==> src/rtl/ctrl_mc_pkg.sv <==
// Shared encodings for the multicycle RV32I control unit: opcodes, FSM states,
// datapath mux selects and the bundled control-word type.
package ctrl_mc_pkg;

   localparam logic [6:0] OP_LOAD   = 7'b0000011;
   localparam logic [6:0] OP_STORE  = 7'b0100011;
   localparam logic [6:0] OP_R      = 7'b0110011;
   localparam logic [6:0] OP_IMM    = 7'b0010011;
   localparam logic [6:0] OP_BRANCH = 7'b1100011;
   localparam logic [6:0] OP_JAL    = 7'b1101111;
   localparam logic [6:0] OP_JALR   = 7'b1100111;
   localparam logic [6:0] OP_LUI    = 7'b0110111;
   localparam logic [6:0] OP_AUIPC  = 7'b0010111;

   typedef enum logic [3:0] {
      S_FETCH    = 4'd0,
      S_DECODE   = 4'd1,
      S_MEMADR   = 4'd2,
      S_MEMRD    = 4'd3,
      S_MEMWB    = 4'd4,
      S_MEMWR    = 4'd5,
      S_EXEC_R   = 4'd6,
      S_EXEC_I   = 4'd7,
      S_ALUWB    = 4'd8,
      S_BRANCH   = 4'd9,
      S_JALR_ADR = 4'd10,
      S_JAL      = 4'd11,
      S_UPPER    = 4'd12,
      S_TRAP     = 4'd13
   } state_t;

   localparam logic [1:0] SRCA_PC    = 2'b00;
   localparam logic [1:0] SRCA_OLDPC = 2'b01;
   localparam logic [1:0] SRCA_RS1   = 2'b10;
   localparam logic [1:0] SRCA_ZERO  = 2'b11;

   localparam logic [1:0] SRCB_RS2  = 2'b00;
   localparam logic [1:0] SRCB_IMM  = 2'b01;
   localparam logic [1:0] SRCB_FOUR = 2'b10;

   localparam logic [1:0] RES_ALUOUT = 2'b00;
   localparam logic [1:0] RES_MDR    = 2'b01;
   localparam logic [1:0] RES_ALU    = 2'b10;

   localparam logic [1:0] ALUOP_ADD   = 2'b00;
   localparam logic [1:0] ALUOP_SUB   = 2'b01;
   localparam logic [1:0] ALUOP_FUNCT = 2'b10;

   localparam logic [2:0] IMM_I = 3'b000;
   localparam logic [2:0] IMM_S = 3'b001;
   localparam logic [2:0] IMM_B = 3'b010;
   localparam logic [2:0] IMM_U = 3'b011;
   localparam logic [2:0] IMM_J = 3'b100;

   typedef struct packed {
      logic       pc_write;
      logic       adr_src;
      logic       mem_read;
      logic       mem_write;
      logic       ir_write;
      logic       reg_write;
      logic       branch;
      logic [1:0] src_a;
      logic [1:0] src_b;
      logic [1:0] result_src;
      logic [1:0] alu_op;
   } ctrl_t;

   // Unknown opcodes fall back to the I format; their extended value is never used.
   function automatic logic [2:0] imm_sel(input logic [6:0] op);
      case (op)
         OP_STORE:         return IMM_S;
         OP_BRANCH:        return IMM_B;
         OP_LUI, OP_AUIPC: return IMM_U;
         OP_JAL:           return IMM_J;
         default:          return IMM_I;
      endcase
   endfunction

endpackage

==> src/rtl/cu_wait_timer.sv <==
// Saturating stall counter for the bus wait states; flags expiry when the
// count reaches a non-zero limit.
module cu_wait_timer #(
   parameter int TO_W = 4
) (
   input  logic            clk,
   input  logic            rst,
   input  logic            clear,
   input  logic            count,
   input  logic [TO_W-1:0] max,
   output logic            expired
);

   logic [TO_W-1:0] r_count;

   // NOTE: sequential state always uses non-blocking assignments so every
   // register samples pre-edge values regardless of block ordering.
   always_ff @(posedge clk) begin
      if (rst || clear) begin
         r_count <= '0;
      end else if (count && (r_count != max)) begin
         r_count <= r_count + 1'b1;
      end
   end

   assign expired = (max != '0) && (r_count == max);

endmodule

==> src/rtl/control_unit_mc.sv <==
// Multicycle RV32I control unit: Moore FSM sequencing fetch/decode/execute/
// memory/write-back with a bus-ready handshake, wait-state timeout and sticky errors.
module control_unit_mc
   import ctrl_mc_pkg::*;
#(
   parameter bit MEM_HANDSHAKE = 1'b1,
   parameter int WAIT_TIMEOUT  = 15,
   parameter bit ILLEGAL_TRAP  = 1'b1,
   parameter int TO_W          = (WAIT_TIMEOUT > 0) ? $clog2(WAIT_TIMEOUT + 1) : 1
) (
   input  logic       clk,
   input  logic       rst,
   input  logic [6:0] opCode,
   input  logic       mem_ready,
   output logic       PCWrite,
   output logic       AdrSrc,
   output logic       MemRead,
   output logic       MemWrite,
   output logic       IRWrite,
   output logic       RegWrite,
   output logic       Branch,
   output logic [1:0] ALUSrcA,
   output logic [1:0] ALUSrcB,
   output logic [1:0] ResultSrc,
   output logic [1:0] ALUOp,
   output logic [2:0] immSel,
   output logic       illegal,
   output logic       bus_err,
   output logic [3:0] state_dbg
);

   state_t r_state;
   state_t w_next;
   ctrl_t  w_ctrl;
   logic   r_illegal;
   logic   r_bus_err;
   logic   w_ready;
   logic   w_wait_state;
   logic   w_expired;
   logic   w_timeout;
   logic   w_set_illegal;

   assign w_ready      = MEM_HANDSHAKE ? mem_ready : 1'b1;
   assign w_wait_state = (r_state == S_FETCH) || (r_state == S_MEMRD) || (r_state == S_MEMWR);
   // A ready arriving on the expiry cycle completes normally instead of trapping.
   assign w_timeout    = w_wait_state && !w_ready && w_expired;

   cu_wait_timer #(
      .TO_W (TO_W)
   ) u_wait_timer (
      .clk     (clk),
      .rst     (rst),
      .clear   (w_next != r_state),
      .count   (w_wait_state && !w_ready),
      .max     (TO_W'(WAIT_TIMEOUT)),
      .expired (w_expired)
   );

   // NOTE: every combinational output gets a default first so no path
   // through the case statement can infer a latch.
   always_comb begin
      w_next = r_state;
      case (r_state)
         S_FETCH:    if (w_ready) w_next = S_DECODE;
         S_DECODE: begin
            case (opCode)
               OP_LOAD, OP_STORE: w_next = S_MEMADR;
               OP_R:              w_next = S_EXEC_R;
               OP_IMM:            w_next = S_EXEC_I;
               OP_BRANCH:         w_next = S_BRANCH;
               OP_JAL:            w_next = S_JAL;
               OP_JALR:           w_next = S_JALR_ADR;
               OP_LUI, OP_AUIPC:  w_next = S_UPPER;
               default:           w_next = ILLEGAL_TRAP ? S_TRAP : S_FETCH;
            endcase
         end
         S_MEMADR:   w_next = (opCode == OP_STORE) ? S_MEMWR : S_MEMRD;
         S_MEMRD:    if (w_ready) w_next = S_MEMWB;
         S_MEMWB:    w_next = S_FETCH;
         S_MEMWR:    if (w_ready) w_next = S_FETCH;
         S_EXEC_R:   w_next = S_ALUWB;
         S_EXEC_I:   w_next = S_ALUWB;
         S_ALUWB:    w_next = S_FETCH;
         S_BRANCH:   w_next = S_FETCH;
         S_JALR_ADR: w_next = S_JAL;
         S_JAL:      w_next = S_ALUWB;
         S_UPPER:    w_next = S_ALUWB;
         S_TRAP:     w_next = S_TRAP;
         default:    w_next = S_FETCH;
      endcase
      if (w_timeout) w_next = S_TRAP;
   end

   assign w_set_illegal = (r_state == S_DECODE) && (w_next == S_TRAP);

   always_ff @(posedge clk) begin
      if (rst) begin
         r_state   <= S_FETCH;
         r_illegal <= 1'b0;
         r_bus_err <= 1'b0;
      end else begin
         r_state <= w_next;
         if (w_set_illegal) r_illegal <= 1'b1;
         if (w_timeout)     r_bus_err <= 1'b1;
      end
   end

   always_comb begin
      w_ctrl = '0;
      case (r_state)
         S_FETCH: begin
            w_ctrl.mem_read   = 1'b1;
            w_ctrl.src_a      = SRCA_PC;
            w_ctrl.src_b      = SRCB_FOUR;
            w_ctrl.alu_op     = ALUOP_ADD;
            w_ctrl.result_src = RES_ALU;
            w_ctrl.ir_write   = w_ready;
            w_ctrl.pc_write   = w_ready;
         end
         S_DECODE: begin
            w_ctrl.src_a = SRCA_OLDPC;
            w_ctrl.src_b = SRCB_IMM;
         end
         S_MEMADR, S_JALR_ADR: begin
            w_ctrl.src_a = SRCA_RS1;
            w_ctrl.src_b = SRCB_IMM;
         end
         S_MEMRD: begin
            w_ctrl.mem_read = 1'b1;
            w_ctrl.adr_src  = 1'b1;
         end
         S_MEMWB: begin
            w_ctrl.result_src = RES_MDR;
            w_ctrl.reg_write  = 1'b1;
         end
         S_MEMWR: begin
            w_ctrl.mem_write = 1'b1;
            w_ctrl.adr_src   = 1'b1;
         end
         S_EXEC_R: begin
            w_ctrl.src_a  = SRCA_RS1;
            w_ctrl.src_b  = SRCB_RS2;
            w_ctrl.alu_op = ALUOP_FUNCT;
         end
         S_EXEC_I: begin
            w_ctrl.src_a  = SRCA_RS1;
            w_ctrl.src_b  = SRCB_IMM;
            w_ctrl.alu_op = ALUOP_FUNCT;
         end
         S_ALUWB: begin
            w_ctrl.result_src = RES_ALUOUT;
            w_ctrl.reg_write  = 1'b1;
         end
         S_BRANCH: begin
            w_ctrl.src_a      = SRCA_RS1;
            w_ctrl.src_b      = SRCB_RS2;
            w_ctrl.alu_op     = ALUOP_SUB;
            w_ctrl.result_src = RES_ALUOUT;
            w_ctrl.branch     = 1'b1;
         end
         S_JAL: begin
            w_ctrl.src_a      = SRCA_OLDPC;
            w_ctrl.src_b      = SRCB_FOUR;
            w_ctrl.result_src = RES_ALUOUT;
            w_ctrl.pc_write   = 1'b1;
         end
         S_UPPER: begin
            w_ctrl.src_a = (opCode == OP_LUI) ? SRCA_ZERO : SRCA_OLDPC;
            w_ctrl.src_b = SRCB_IMM;
         end
         default: w_ctrl = '0;
      endcase
      // Reset masks everything so an abandoned instruction leaves no side effect.
      if (rst) w_ctrl = '0;
   end

   assign PCWrite   = w_ctrl.pc_write;
   assign AdrSrc    = w_ctrl.adr_src;
   assign MemRead   = w_ctrl.mem_read;
   assign MemWrite  = w_ctrl.mem_write;
   assign IRWrite   = w_ctrl.ir_write;
   assign RegWrite  = w_ctrl.reg_write;
   assign Branch    = w_ctrl.branch;
   assign ALUSrcA   = w_ctrl.src_a;
   assign ALUSrcB   = w_ctrl.src_b;
   assign ResultSrc = w_ctrl.result_src;
   assign ALUOp     = w_ctrl.alu_op;
   assign immSel    = rst ? 3'b000 : imm_sel(opCode);
   assign illegal   = r_illegal & ~rst;
   assign bus_err   = r_bus_err & ~rst;
   assign state_dbg = rst ? 4'(S_FETCH) : 4'(r_state);

endmodule

==> config.mk <==
export PLATFORM = sky130hd
export DESIGN_NAME = control_unit_mc
export DESIGN_NICKNAME = d
export VERILOG_FILES = /design/src/rtl/ctrl_mc_pkg.sv /design/src/rtl/cu_wait_timer.sv /design/src/rtl/control_unit_mc.sv
export SDC_FILE = /design/constraint.sdc
export NUM_CORES = 1
export LEC_CHECK = 0
export CAP_MARGIN = 5
export CORE_UTILIZATION = 60
export DETAILED_ROUTE_END_ITERATION = 12
export DONT_BUFFER_PORTS = 1
export GPL_TIMING_DRIVEN = 0
export MAX_ROUTING_LAYER = met4
export PLACE_DENSITY = 0.84
export SLEW_MARGIN = 10
export SYNTH_ARGS = -nofsm -noshare
export SYNTH_HDL_FRONTEND = slang
export SYNTH_SLANG_ARGS = --single-unit
==> constraint.sdc <==
create_clock -name clk -period 4.32 [get_ports clk]
set_input_delay 0.432 -clock clk [delete_from_list [all_inputs] [get_ports clk]]
set_output_delay 0.432 -clock clk [all_outputs]
set_load 0.005 [all_outputs]
==> results.ini <==
[run_status]
status = finished, final reports clean

[power_and_ir_drop]
p_sw_frac = 0.381
p_seq_frac = 0.321
p_per_area_mw_per_mm2 = 290
power.internal_w = 0.000206
combPwrFrac = 0.429
total_power_w = 0.000332
power.net_switching_w = 0.000127

[synth]
synthDistinctLibCells = 51
ys_seq_frac = 0.185
async_flop_share = 0
syn_inst = 153
yosysTopAreaCell = dfxtp_1
yosys_warnings = 0
synthDominantCellAreaShare = 0.185
ys_area_mm2 = 0.00108
synth_top_cell_by_count = nor2_1
edf_count = 0
ys.flops = 10
synth.net_count = 164
ys_cells = 153
synthTopCellsByArea = dfxtp_1, nor2_1, nor3_1
synth_area_mm2 = 0.00108
synth.top_cells.by_count = nor2_1, nor3_1, nand2_1, dfxtp_1, o21ai_0

[layout]
syn_to_final_growth_pct = 6.14
fin_nets = 169
diodes = 0

[worst_setup_path]
required_ps = 3890
cp_slowest_cell = buf_1
reg2regPathDepth = 7
path_cells = buf_2, buf_1, nor2b_1, a41oi_1, a221oi_1
cpPeakStageDelay_ps = 380
crit_path_end_kind = primary output
worstPathMaxFanout = 10
ff2ff_setup_slack_ps = 2390
criticalPathCategory = reg2out
cp_data_arrival_time_ps = 1850
cp-start-kind = register
r2r-start = r_state[2]$_SDFF_PP0_

[sta]
fmax_mhz = 439
layout_worst_path_cycle_share = 0.527
finalSetupTns_ps = 0
finalSetupViolCount = 0
maxSlewViolCount = 0
max_slew_margin = 0.550
worst_pin_slew_ps = 659

[placed_design]
place_area_mm2 = 0.00111
hpwl_mm = 2.14

[floorplanning]
chipArea_mm2 = 0.00197
io_pins = 34
initCoreUtil = 0.677

[clocking]
cts_max_level = 1
cts_tree = built
clk_pin_slew_ps = 60
clock-root-buffer = clkbuf_4
cts_sinks = 10
cts_inserted_buffers = 3

[detailed_routing]
drt.antenna.violating_nets = 0
drc_errors = 0
avgViaCountPerCell = 6.66
drtPass1Iterations = 4

[global_route]
grt_max_degree = 11
grt_pass1_wl_mm = 4.61
antenna_found_initial = 0
grt_pass1_vias = 1051

[hold_path]
hp-class = in2reg
holdPathStages = 3

[run]
openroad.warnings = 26

-- state kept, by name, indices dropped and copies added (netlist names) --
signal	count
r_bus_err	1
r_illegal	1
r_state	4
u_wait_timer.r_count	4
-- cell families (layout without fill, tap and decap cells) --
logic type / count (synthesis) / count (layout) / synth area share
compound gates: 30 / 30 / 0.200
buf+inv: 15 / 19 / 0.0823
flops: 10 / 10 / 0.185
xor+xnor: 7 / 7 / 0.0568
simple gates: 89 / 89 / 0.454
mux: 1 / 1 / 0.00927
fa+ha+maj: 1 / 1 / 0.0116
-- final cells by class --
type	instances	area, um^2
Buffer	11	73.8
Clock buffer	4	36.3
Fill cell	143	448
Inverter	4	15.0
Multi-Input combinational cell	128	791
Sequential cell	10	200
Tap cell	24	30.0
-- critical path: cells and delay by family (launching register included) --
family | cells | cell delay, ps
compound gates | 2 | 450
buf+inv | 2 | 580
flops | 1 | 340
simple gates | 1 | 220
-- metal layers --
metal	GRT usage	wire, um	vias up
met1	0.396	1200	564
li1	-	-	565
met2	0.524	1350	69
met4	0.133	40	0
met3	0.0367	233	7
met5	-	0	-
-- cell usage in the layout, fill, tap and decap left out, drive strengths merged, types with 3 or more instances in the layout --
master / instances
nor2: 24
nand2b: 3
nor4: 4
nand3: 3
nand2: 13
clkbuf: 10
o211ai: 3
buf: 5
or3: 4
a21oi: 5
nor2b: 7
dfxtp: 10
inv: 4
nor3: 16
nand4: 3
xnor2: 5
o21ai: 8
and2: 3
-- how the worst max path moves through the flow --
stage,startpoint,end,slack (ps),cells after the start
2_1_floorplan,opCode[6],ALUSrcA[1],2500,4
3_3_place_gp,opCode[6],u_wait_timer.r_count[3]$_SDFFE_PP0P_,2190,7
3_5_place_dp,opCode[6],u_wait_timer.r_count[1]$_SDFFE_PP0P_,2260,7
4_1_cts,r_state[1]$_SDFF_PP0_,ALUSrcA[1],2050,5
5_1_grt,r_state[1]$_SDFF_PP0_,ALUSrcA[1],1910,5
6_report,r_state[1]$_SDFF_PP0_,ALUSrcA[1],2040,5
-- power groups by stage --
stage	Clock, W	Sequential [W]	Combinational, W
2_1_floorplan	0	0.000106	0.000115
3_3_place_gp	0	0.000108	0.000137
5_1_grt	0.0000878	0.000107	0.000155
3_5_place_dp	0	0.000108	0.000140
6_report	0.0000831	0.000107	0.000143
4_1_cts	0.0000840	0.000106	0.000141
-- through the flow --
step,hold slack [ps],std cells,worst slack (ps)
finish,448,181,2040
global route,463,181,1910
CTS,439,181,2050
detailed placement,454,177,2260
global placement,442,177,2190
floorplan,432,153,2500
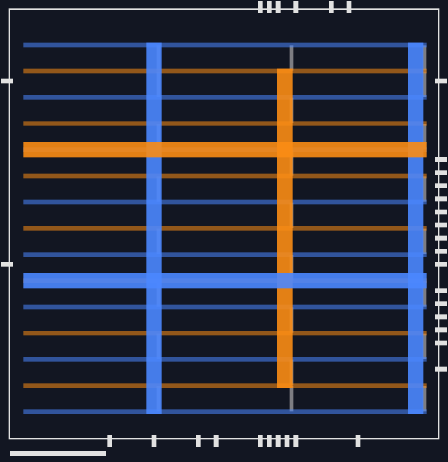
floorplan.png
Bar = 10 um. Pins as bars on the die edge. Tap cells in grey.
colour	net
orange	VDD
blue	VSS
met1 rails	15
tap cells	24
met5 straps	2
rows	14
VDD IR max: 215 uV
die x size: 44.4 um
Die Y: 44.4 um

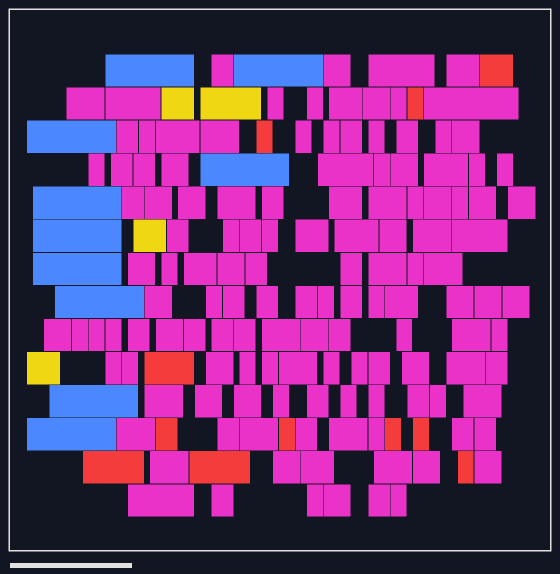
class_map.png
Bar = 10 um.
colour	class	cells	share of their area
blue	registers	10	18%
magenta	remaining logic cells	132	72%
red	remaining buffers and delay cells	11	6.6%
yellow	clock drivers and dummy loads	4	3.3%
Finished Core Util: 0.719
# rows: 14
design area: 0.00115 mm^2
flop share of the area: 0.175

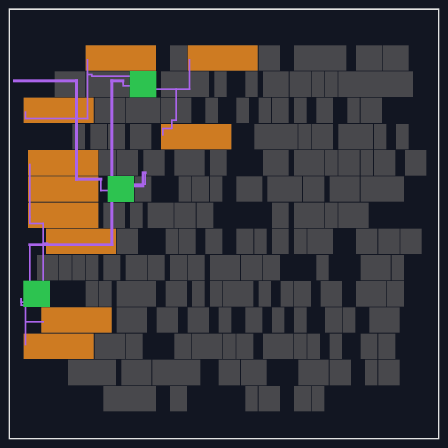
clock_wires.png
[green] clock-net drivers | count: 3
[orange] flip-flops | count: 10
[purple] clock wires | length: 118 um
routed clock nets	4
clk ins delay skew pair: 270 ps
Clock group: 0.0000831 W
Clk pwr share: 0.250
clk_skew: 7.18 ps

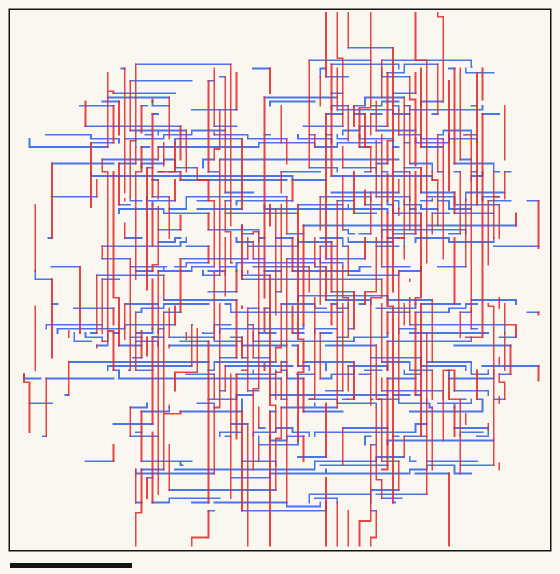
layers.png
Bar = 10 um. Two of the layers only.
colour	layer	wire length
blue	M1	1200 um
red	M2	1350 um
Vias: 1205
final WL: 2.83 mm
total track usage: 0.319
wire length per cell: 15.6 um

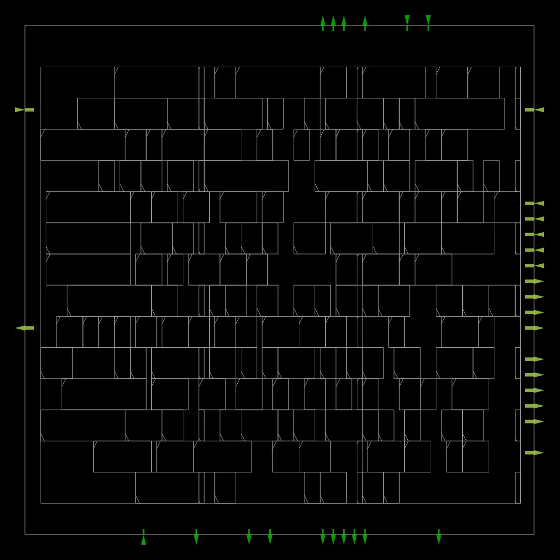
placed.png
core area: 0.00159 mm^2
Flops: 10
fillers: 143

Power is estimated from default activity; no workload was simulated.
